--- src/rtl/counter_pkg.sv ---
// Shared constants for the parametrised up/down counter family.
package counter_pkg;

    // Direction select on the UP input.
    localparam logic DIR_UP   = 1'b1;
    localparam logic DIR_DOWN = 1'b0;

    // Bound behaviour select on the SAT input.
    localparam logic MODE_WRAP = 1'b0;
    localparam logic MODE_SAT  = 1'b1;

endpackage : counter_pkg

--- src/rtl/updown_counter_next.sv ---
// Next-state logic for param_updown_counter: load/clamp, up/down count,
// wrap or saturate at 0..limit, and the matching wrap flag.
module updown_counter_next
    import counter_pkg::*;
#(
    parameter int unsigned WIDTH = 4
) (
    input  logic [WIDTH-1:0] q,
    input  logic [WIDTH-1:0] d,
    input  logic [WIDTH-1:0] limit,
    input  logic             up,
    input  logic             sat,
    input  logic             load,
    input  logic             ce,
    output logic [WIDTH-1:0] next_q,
    output logic             next_wrap
);

    // One extra bit so q+1 at all-ones and q-1 at zero are both visible
    // (carry / borrow) instead of aliasing back into range.
    logic [WIDTH:0] q_inc;
    logic [WIDTH:0] q_dec;

    // Wide increment/decrement of the current count.
    always_comb begin
        q_inc = {1'b0, q} + {{WIDTH{1'b0}}, 1'b1};
        q_dec = {1'b0, q} - {{WIDTH{1'b0}}, 1'b1};
    end

    // Priority LOAD > CE; hold otherwise. Wrap flag only on a wrapping count.
    always_comb begin
        next_q    = q;
        next_wrap = 1'b0;
        if (load) begin
            next_q = (d > limit) ? limit : d;
        end else if (ce) begin
            if (up == DIR_UP) begin
                // q+1 <= limit is the same as q < limit, without overflow.
                if (q_inc <= {1'b0, limit}) begin
                    next_q = q_inc[WIDTH-1:0];
                end else if (sat == MODE_SAT) begin
                    next_q = limit;
                end else begin
                    next_q    = '0;
                    next_wrap = 1'b1;
                end
            end else begin
                if (q > limit) begin
                    // Limit was lowered below the count: snap to the new bound.
                    next_q = limit;
                end else if (!q_dec[WIDTH]) begin
                    // No borrow means q was non-zero.
                    next_q = q_dec[WIDTH-1:0];
                end else if (sat == MODE_SAT) begin
                    next_q = '0;
                end else begin
                    next_q    = limit;
                    next_wrap = 1'b1;
                end
            end
        end
    end

endmodule : updown_counter_next

--- src/rtl/param_updown_counter.sv ---
// General-purpose up/down event/timebase counter with async clear,
// synchronous load, runtime modulus, wrap/saturate mode, terminal count
// and a registered wrap pulse. LIMIT = all-ones, SAT=0, UP=1 behaves as
// the legacy free-running up counter. WIDTH is intended for 1..32 and
// RST_VAL must fit within WIDTH bits.
module param_updown_counter
    import counter_pkg::*;
#(
    parameter int unsigned      WIDTH   = 4,
    parameter logic [WIDTH-1:0] RST_VAL = '0
) (
    input  logic             C,
    input  logic             CLR,
    input  logic             CE,
    input  logic             LOAD,
    input  logic [WIDTH-1:0] D,
    input  logic             UP,
    input  logic             SAT,
    input  logic [WIDTH-1:0] LIMIT,
    output logic [WIDTH-1:0] Q,
    output logic             TC,
    output logic             WRAP
);

    logic [WIDTH-1:0] next_q;
    logic             next_wrap;

    updown_counter_next #(
        .WIDTH (WIDTH)
    ) u_next (
        .q         (Q),
        .d         (D),
        .limit     (LIMIT),
        .up        (UP),
        .sat       (SAT),
        .load      (LOAD),
        .ce        (CE),
        .next_q    (next_q),
        .next_wrap (next_wrap)
    );

    // Count register and wrap pulse; CLR forces the reset value at once.
    always_ff @(posedge C or posedge CLR) begin
        if (CLR) begin
            Q    <= RST_VAL;
            WRAP <= 1'b0;
        end else begin
            Q    <= next_q;
            WRAP <= next_wrap;
        end
    end

    // Terminal count: at/above the bound counting up, at zero counting down.
    always_comb begin
        if (UP == DIR_UP) begin
            TC = (Q >= LIMIT);
        end else begin
            TC = (Q == '0);
        end
    end

endmodule : param_updown_counter

--- config.mk ---
export PLATFORM = sky130hd
export DESIGN_NAME = param_updown_counter
export DESIGN_NICKNAME = d
export VERILOG_FILES = /design/src/rtl/counter_pkg.sv /design/src/rtl/updown_counter_next.sv /design/src/rtl/param_updown_counter.sv
export SDC_FILE = /design/constraint.sdc
export NUM_CORES = 1
export LEC_CHECK = 0
export CORE_MARGIN = 1
export CORE_UTILIZATION = 40
export CTS_CLUSTER_DIAMETER = 80
export DETAILED_ROUTE_END_ITERATION = 16
export DONT_BUFFER_PORTS = 1
export SETUP_SLACK_MARGIN = 0.3
export SLEW_MARGIN = 20
export SYNTH_ARGS = -nofsm -noshare
export SYNTH_HDL_FRONTEND = slang
export SYNTH_SLANG_ARGS = --single-unit
--- constraint.sdc ---
create_clock -name C -period 6.4 [get_ports C]
set_input_delay 1.28 -clock C [delete_from_list [all_inputs] [get_ports C]]
set_output_delay 1.28 -clock C [all_outputs]
set_load 0.1 [all_outputs]
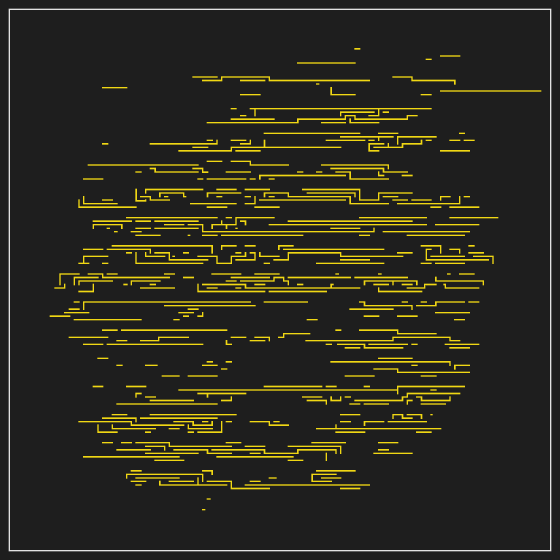
(metal 1)
The layer carries 1210 µm of wire. The layer holds 42% of the routed length. 150 nets have wire on it. The wires run mostly horizontal. The longest straight run is 21.2 µm.
M1 GR Usage: 26.76%
Total Wirelength: 2906 µm
DR vias: 1098

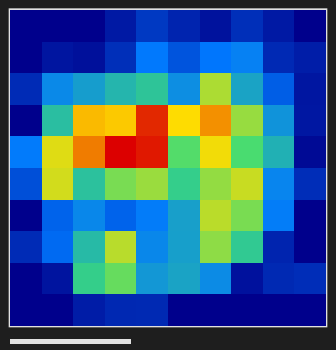
(signal metal coverage by tile)
Scale bar: 20 µm. The die is cut into 10 by 10 equal tiles; dark blue is low, red is high, scaled to the fullest tile. Values are wire area over tile area, all layers added.
The densest ninth of the die: centre. The mean over all tiles is 0.18. The fullest tile reaches 0.60. 18% of the tiles are nearly empty. 24% of the tiles are over half the peak.

==> results.json <==
{
  "met1Wirelength_um": 1206,
  "gr-max-usage-layer": "met2",
  "power_leakage_nw": 0.4878,
  "antennaDiodeCount": 0,
  "core_um2": 2297,
  "grt_max_degree": 14,
  "ys_sh_aoi_pct": 33.87,
  "relSlewSlack_pct": 26.85,
  "yosys_cells": 131,
  "cts_buffer_depth": 2,
  "outcome": "finished, final reports clean",
  "fp_util_pct": 43.90,
  "mostFrequentLayoutCell": "ha_1",
  "finalCritPeriodShare_pct": 69.14,
  "avgSynthCellArea_um2": 7.698,
  "top_logic_kind": "AND-OR/OR-AND gates",
  "cp_max_fo": 8,
  "postCtsSetupRepairBufs": 0,
  "p_sw_share_pct": 61.11,
  "io_buffer_count": 0,
  "max_freq_mhz": 226.0,
  "edf_count": 0,
  "root_buffer": "clkbuf_4",
  "gp_congestion": 0.8641,
  "top_cells_by_count": "15 x ha_1, 10 x inv_1, 9 x nand3_1",
  "endpoint": "TC",
  "ys_sh_simple_pct": 25.19,
  "worstReg2RegStart": "Q[0]",
  "rsz0062_at_grt": "no",
  "io-pin-count": 20,
  "syn_to_final_growth_pct": 5.955,
  "rows": 17,
  "cp.arrival_ns": 3.15,
  "track_usage_pct": 23.56,
  "xor_share_pct": 1.737,
  "end_kind": "output port",
  "nFillCells": 241,
  "tritoncts": "built",
  "timing.rr.end": "Q[1]",
  "reg2reg_depth": 8,
  "p_per_area_nw_per_um2": 440.8,
  "cp-start-kind": "flop",
  "mux_area_share_pct": 0.9926,
  "antenna_left": 0,
  "ys_sh_adder_pct": 18.61,
  "htree_levels": 1,
  "inv_count": 10,
  "clkLatencyLatePin_ns": 0.26,
  "grt_pass1_wl_um": 4726,
  "fin_hold_ws_ns": 0.8129,
  "worstMarginPinSlew_ns": 1.097
}
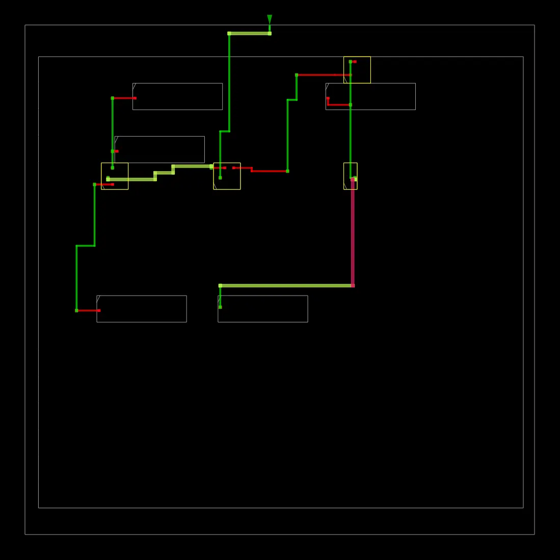
(clock wiring as the flow saved it)
Num CTS Buffers: 3
registers: 5
Clock group: 0.0406 mW
CLK BUF: 4
clk sinks: 5

[through the flow]
| stage | util, % | instance area, µm² | setup WS, ns |
|---|---|---|---|
| floorplan | - | 1008 | 1.619 |
| global route | 46.51 | 1069 | 1.830 |
| CTS | 46.19 | 1061 | 1.709 |
| detailed placement | 45.04 | 1035 | 2.000 |
| global placement | 45.04 | 1035 | 2.091 |
| finish | 46.51 | 1069 | 1.975 |
[flip-flops by register name (all words and copies together) (netlist names)]
register  count
Q             4
WRAP          1
[worst max-delay path, delay by kind of cell (launching register included)]
family	cells	cell delay, ns
flip-flops	1	1.07
AND-OR/OR-AND	4	0.93
adder cells (fa/ha/maj)	1	0.44
buffers and inverters	1	0.32
AND/OR/NAND/NOR	1	0.12
Power is estimated from default activity; no workload was simulated.
